[config.mk]
export PLATFORM = sky130hd
export DESIGN_NAME = imem_dmem_arbiter
export DESIGN_NICKNAME = d
export VERILOG_FILES = /design/src/rtl/imem_dmem_arbiter.sv
export SDC_FILE = /design/constraint.sdc
export NUM_CORES = 1
export LEC_CHECK = 0
export CAP_MARGIN = 20
export CORE_MARGIN = 10
export CORE_UTILIZATION = 20
export CTS_CLUSTER_SIZE = 12
export DETAILED_ROUTE_END_ITERATION = 6
export HOLD_SLACK_MARGIN = 0.1
export PLACE_DENSITY = 0.87
export SYNTH_ARGS = -nofsm -noshare
export SYNTH_HDL_FRONTEND = slang
export SYNTH_SLANG_ARGS = --single-unit
[constraint.sdc]
create_clock -name clk -period 2.7 [get_ports clk]
set_clock_uncertainty 0.15 [all_clocks]
set_input_delay 0.54 -clock clk [delete_from_list [all_inputs] [get_ports clk]]
set_output_delay 0.54 -clock clk [all_outputs]
set_load 0.05 [all_outputs]
[src/rtl/imem_dmem_arbiter.sv]
// imem_dmem_arbiter
// Shares one single-port synchronous 32-bit RAM between instruction fetch and
// the load/store stage. At most one request is granted per cycle. Data accesses
// win conflicts until fetch has been refused STARVE_LIMIT cycles in a row.
// Read data from the RAM comes back one cycle after the grant. It is routed to
// whichever requester owned that access.
// Optional build macro: ARB_PERF_CNT_EN adds conflict and fetch-stall counters.
module imem_dmem_arbiter #(
    parameter int ADDR_WIDTH   = 10,
    parameter int STARVE_LIMIT = 4
) (
    input  logic                  clk,
    input  logic                  rst,
    input  logic                  if_req_valid,
    input  logic [31:0]           if_req_addr,
    output logic                  if_req_ready,
    output logic                  if_rsp_valid,
    output logic [31:0]           if_rsp_data,
    input  logic                  d_req_valid,
    input  logic                  d_req_we,
    input  logic [3:0]            d_req_be,
    input  logic [31:0]           d_req_addr,
    input  logic [31:0]           d_req_wdata,
    output logic                  d_req_ready,
    output logic                  d_rsp_valid,
    output logic [31:0]           d_rsp_rdata,
`ifdef ARB_PERF_CNT_EN
    output logic [31:0]           perf_conflict_cnt,
    output logic [31:0]           perf_if_stall_cnt,
`endif
    output logic                  mem_en,
    output logic [3:0]            mem_we,
    output logic [ADDR_WIDTH-1:0] mem_addr,
    output logic [31:0]           mem_wdata,
    input  logic [31:0]           mem_rdata
);

    localparam logic [3:0] STARVE_LIM = 4'(STARVE_LIMIT);

    logic       if_gnt;
    logic       d_gnt;
    logic [3:0] starve_q, starve_d;
    logic       rsp_pending_q, rsp_pending_d;
    logic       rsp_owner_q, rsp_owner_d;       // 1 = data requester owns the response
    logic       rsp_is_store_q, rsp_is_store_d;

    // Byte-offset bits and bits above the RAM word address are ignored.
    logic unused_addr_bits;
    assign unused_addr_bits = ^{if_req_addr[31:ADDR_WIDTH+2], if_req_addr[1:0],
                                d_req_addr[31:ADDR_WIDTH+2], d_req_addr[1:0]};

    // Grant decision: data has priority unless fetch has starved long enough.
    // Nothing is granted while reset is held.
    always_comb begin
        if_gnt = 1'b0;
        d_gnt  = 1'b0;
        if (rst) begin
            if (if_req_valid && (!d_req_valid || (starve_q >= STARVE_LIM))) begin
                if_gnt = 1'b1;
            end else if (d_req_valid) begin
                d_gnt = 1'b1;
            end
        end
    end

    assign if_req_ready = if_gnt;
    assign d_req_ready  = d_gnt;

    // Drive the RAM port from whichever requester holds the grant.
    always_comb begin
        mem_en    = if_gnt | d_gnt;
        mem_we    = 4'b0000;
        mem_addr  = '0;
        mem_wdata = 32'h0;
        if (if_gnt) begin
            mem_addr = if_req_addr[ADDR_WIDTH+1:2];
        end else if (d_gnt) begin
            mem_addr = d_req_addr[ADDR_WIDTH+1:2];
            if (d_req_we) begin
                mem_we    = d_req_be;
                mem_wdata = d_req_wdata;
            end
        end
    end

    // Next response tag and starvation count.
    // The tag follows every grant and is cleared in idle cycles.
    always_comb begin
        rsp_pending_d  = if_gnt | d_gnt;
        rsp_owner_d    = d_gnt;
        rsp_is_store_d = d_gnt & d_req_we;
        if (!if_req_valid || if_gnt) begin
            starve_d = 4'd0;
        end else if (starve_q != 4'hF) begin
            starve_d = starve_q + 4'd1;
        end else begin
            starve_d = starve_q;
        end
    end

    // Reset drops any response in flight and clears the starvation count.
    always_ff @(posedge clk or negedge rst) begin
        if (!rst) begin
            rsp_pending_q  <= 1'b0;
            rsp_owner_q    <= 1'b0;
            rsp_is_store_q <= 1'b0;
            starve_q       <= 4'd0;
        end else begin
            rsp_pending_q  <= rsp_pending_d;
            rsp_owner_q    <= rsp_owner_d;
            rsp_is_store_q <= rsp_is_store_d;
            starve_q       <= starve_d;
        end
    end

    // Responses are presented in the cycle after the grant.
    // Read data passes straight through from the RAM. A store acknowledge returns zero.
    always_comb begin
        if_rsp_valid = rsp_pending_q & ~rsp_owner_q;
        d_rsp_valid  = rsp_pending_q & rsp_owner_q;
        if_rsp_data  = if_rsp_valid ? mem_rdata : 32'h0;
        d_rsp_rdata  = (d_rsp_valid && !rsp_is_store_q) ? mem_rdata : 32'h0;
    end

`ifdef ARB_PERF_CNT_EN
    logic [31:0] perf_conflict_q, perf_conflict_d;
    logic [31:0] perf_stall_q, perf_stall_d;

    // Free-running wrap-around event counters.
    always_comb begin
        perf_conflict_d = perf_conflict_q + {31'd0, (if_req_valid & d_req_valid)};
        perf_stall_d    = perf_stall_q + {31'd0, (if_req_valid & ~if_gnt)};
    end

    // Performance counter registers, cleared by reset.
    always_ff @(posedge clk or negedge rst) begin
        if (!rst) begin
            perf_conflict_q <= 32'd0;
            perf_stall_q    <= 32'd0;
        end else begin
            perf_conflict_q <= perf_conflict_d;
            perf_stall_q    <= perf_stall_d;
        end
    end

    assign perf_conflict_cnt = perf_conflict_q;
    assign perf_if_stall_cnt = perf_stall_q;
`endif

endmodule

wires.png
Two of the layers only.
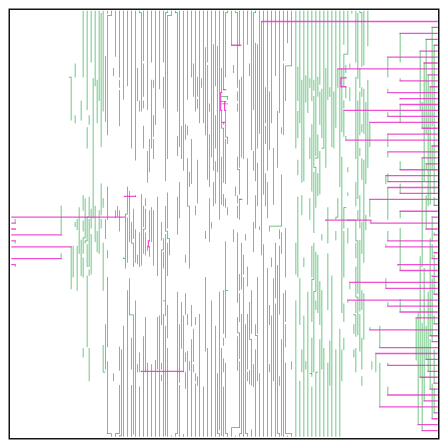
- magenta: metal 3 (wire length 662 microns)
- green: metal 2 (wire length 6000 microns)

power_grid.png
Pins as bars on the die edge. Tap cells in gray.
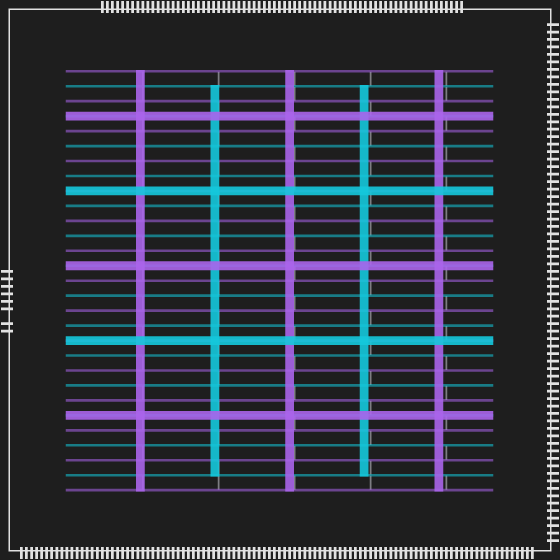
- purple: VSS
- cyan: VDD
- rows: 28
- tap cells: 75
- met5 straps: 5

io_fan.png
Scale bar: 20 microns.
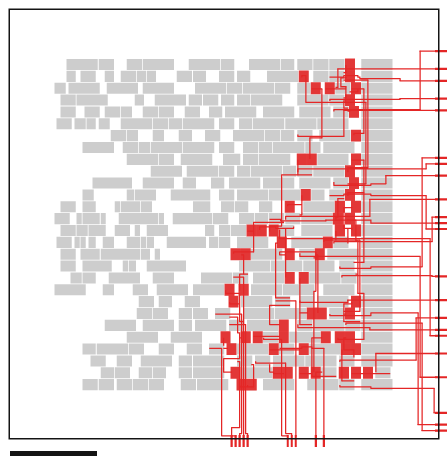
- red: mem_rdata (direction input; edge 22 east, 10 south; end cells 64; buffers 32; wire 1630 microns)

congestion.png
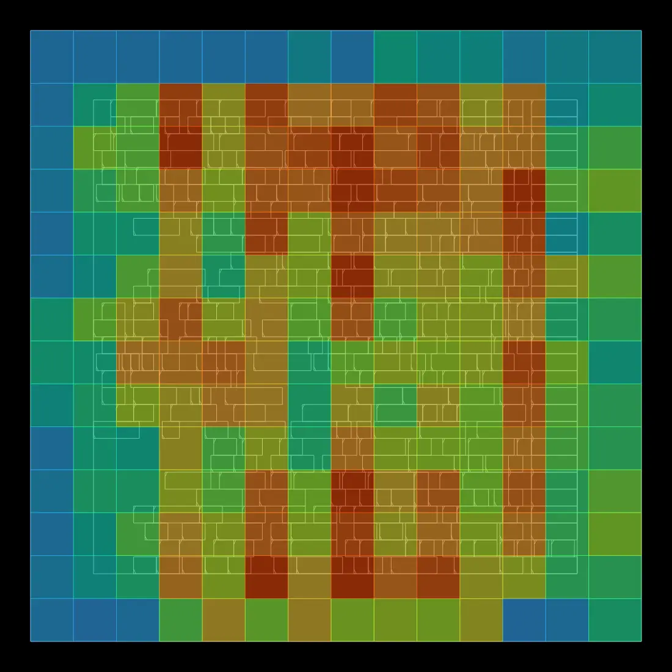
GRT Resource Usage Total: 18.7%
routed len/inst: 22.7 microns

==> run summary <==
Implementation results.

The flow ran to the end, and the final reports show no timing, DRC or antenna violations. Note that the worst hold path type here is reg2reg. The detailed router finished its first iteration with around 43 violations. The die boundary height is 98.2 microns.

The termination of the worst setup path is mem_wdata[10]. The required time at the worst endpoint is listed as roughly 2000 ps. The number of search-and-repair iterations in the first detailed-routing pass is 4.

The mux contribution to synthesized area is less than 1%. Measured in cells, the most critical reg-to-reg path has a length of 3. The clock-pin slew on the worst setup and hold paths is approximately 40 ps. The number of instances in the placed design is 429.

The stage logs contain a warning count of ~70. Endpoints with negative setup slack in the final report add up to 0. VDD sags by at most a little under 200 uV. The number of vias per cell is approximately 4.4.

Per the post-synthesis report, the nets total 293. The share of final-layout standard cells stronger than drive strength 1 is 44.2%. The flow reports an fmax of around 380 MHz. In the layout the commonest cells are 114 x buf_12, 93 x clkdlybuf4s50_1, 71 x and2_1, 23 x and2_4, 10 x a22o_1. Among all flip-flop cells after synthesis, the most frequent one is dfrtp_1. The final layout contains routed wiring with a total length of about 9.9 mm. The skew report gives the latency at the later pin of the worst-skew pair as 220 ps. In the power breakdown, the biggest contributor is combinational logic. The worst hold path passes through 2 cells.

For reference, XOR and XNOR gates occupy less than 1% of the area reported after synthesis. The total of fill cells in the finished design is 373. The diode insertion count for antenna repair is 0.

and2_1 is the most common cell in the netlist. The share of the core filled by cells before placement is 20.6%. The TritonCTS clock tree is done. The static leakage is 1.92 nW. Adding up every negative setup slack in the final design gives 0 ps. The area of the placeable core is between 0.005 and 0.006 sq mm. The commonest cells after synthesis are 71 x and2_1, 23 x and2_4, 10 x a22o_1. The portion of the post-synthesis area used by sequential elements is between 10 and 15%. STA classifies the critical path endpoint as an output pin. At the pin with the least slew margin, the transition time is about 800 ps. The power consumed by the clock network is around 0.15 mW. By area the synthesized netlist is led by and2_1 36%, and2_4 16%, dfrtp_1 14%, a22o_1 7.2%, and2_2 4.3%.
==> state kept, by name, summed over array words and instances, names as in the netlist <==
register	cells
rsp_owner_q	1
rsp_is_store_q	1
starve_q	4
rsp_pending_q	1
==> cell families (layout without fill, tap and decap cells) <==
kind of cell             count (synthesis)  count (layout)
AND-OR/OR-AND                           14              14
XOR/XNOR                                 1               1
adder cells (fa/ha/maj)                  1               1
buffers and inverters                   13             218
flip-flops                               7               7
multiplexers                             1               1
AND/OR/NAND/NOR                        118             120
==> metal layers <==
| layer | track usage [%] | wire length [microns] | up-vias |
|---|---|---|---|
| li1 | - | - | 915 |
| met1 | 17.2 | 3200 | 915 |
| met2 | 40.1 | 6000 | 93 |
| met3 | 4.79 | 662 | 6 |
| met4 | 1.98 | 47 | 0 |
| met5 | 0 | 0 | - |
==> repair_timing <==
| item | CTS | global route |
|---|---|---|
| setup buffers | 2 | 0 |
| cloned | 1 | 1 |
| hold buffers | 0 | 0 |
| setup endpoints to repair | 47 | 19 |
| gates resized | 2 | 2 |
| pin swaps | 2 | 1 |
==> critical path: stages <==
cell             delay, ps
clkdlybuf4s50_1        420
buf_4                  150
o21ai_2                110
and4_4                 410
and2_4                 190
buf_12                 130
==> metrics by stage <==
stage	utilization (%)	power, mW	setup WS [ps]
after CTS	76.7	1.04	5.35
after detailed placement	75.4	0.889	-269
after floorplan	-	0.434	318
after global placement	75.4	0.871	-218
after global routing	76.9	1.07	-1.40
final	76.9	1.04	54.3
==> area by class of cell <==
type	count	area (sq um)	share of cell area (%)
timing repair buffer	213	3260	71.5
sequential	7	175	3.85
clock buffer	4	45.0	0.989
inverter	1	3.75	0.0824
tap	75	93.8	2.06
multi-input combinational	137	980	21.5
Power figures rest on the tool's default switching activity, not on a simulated workload.
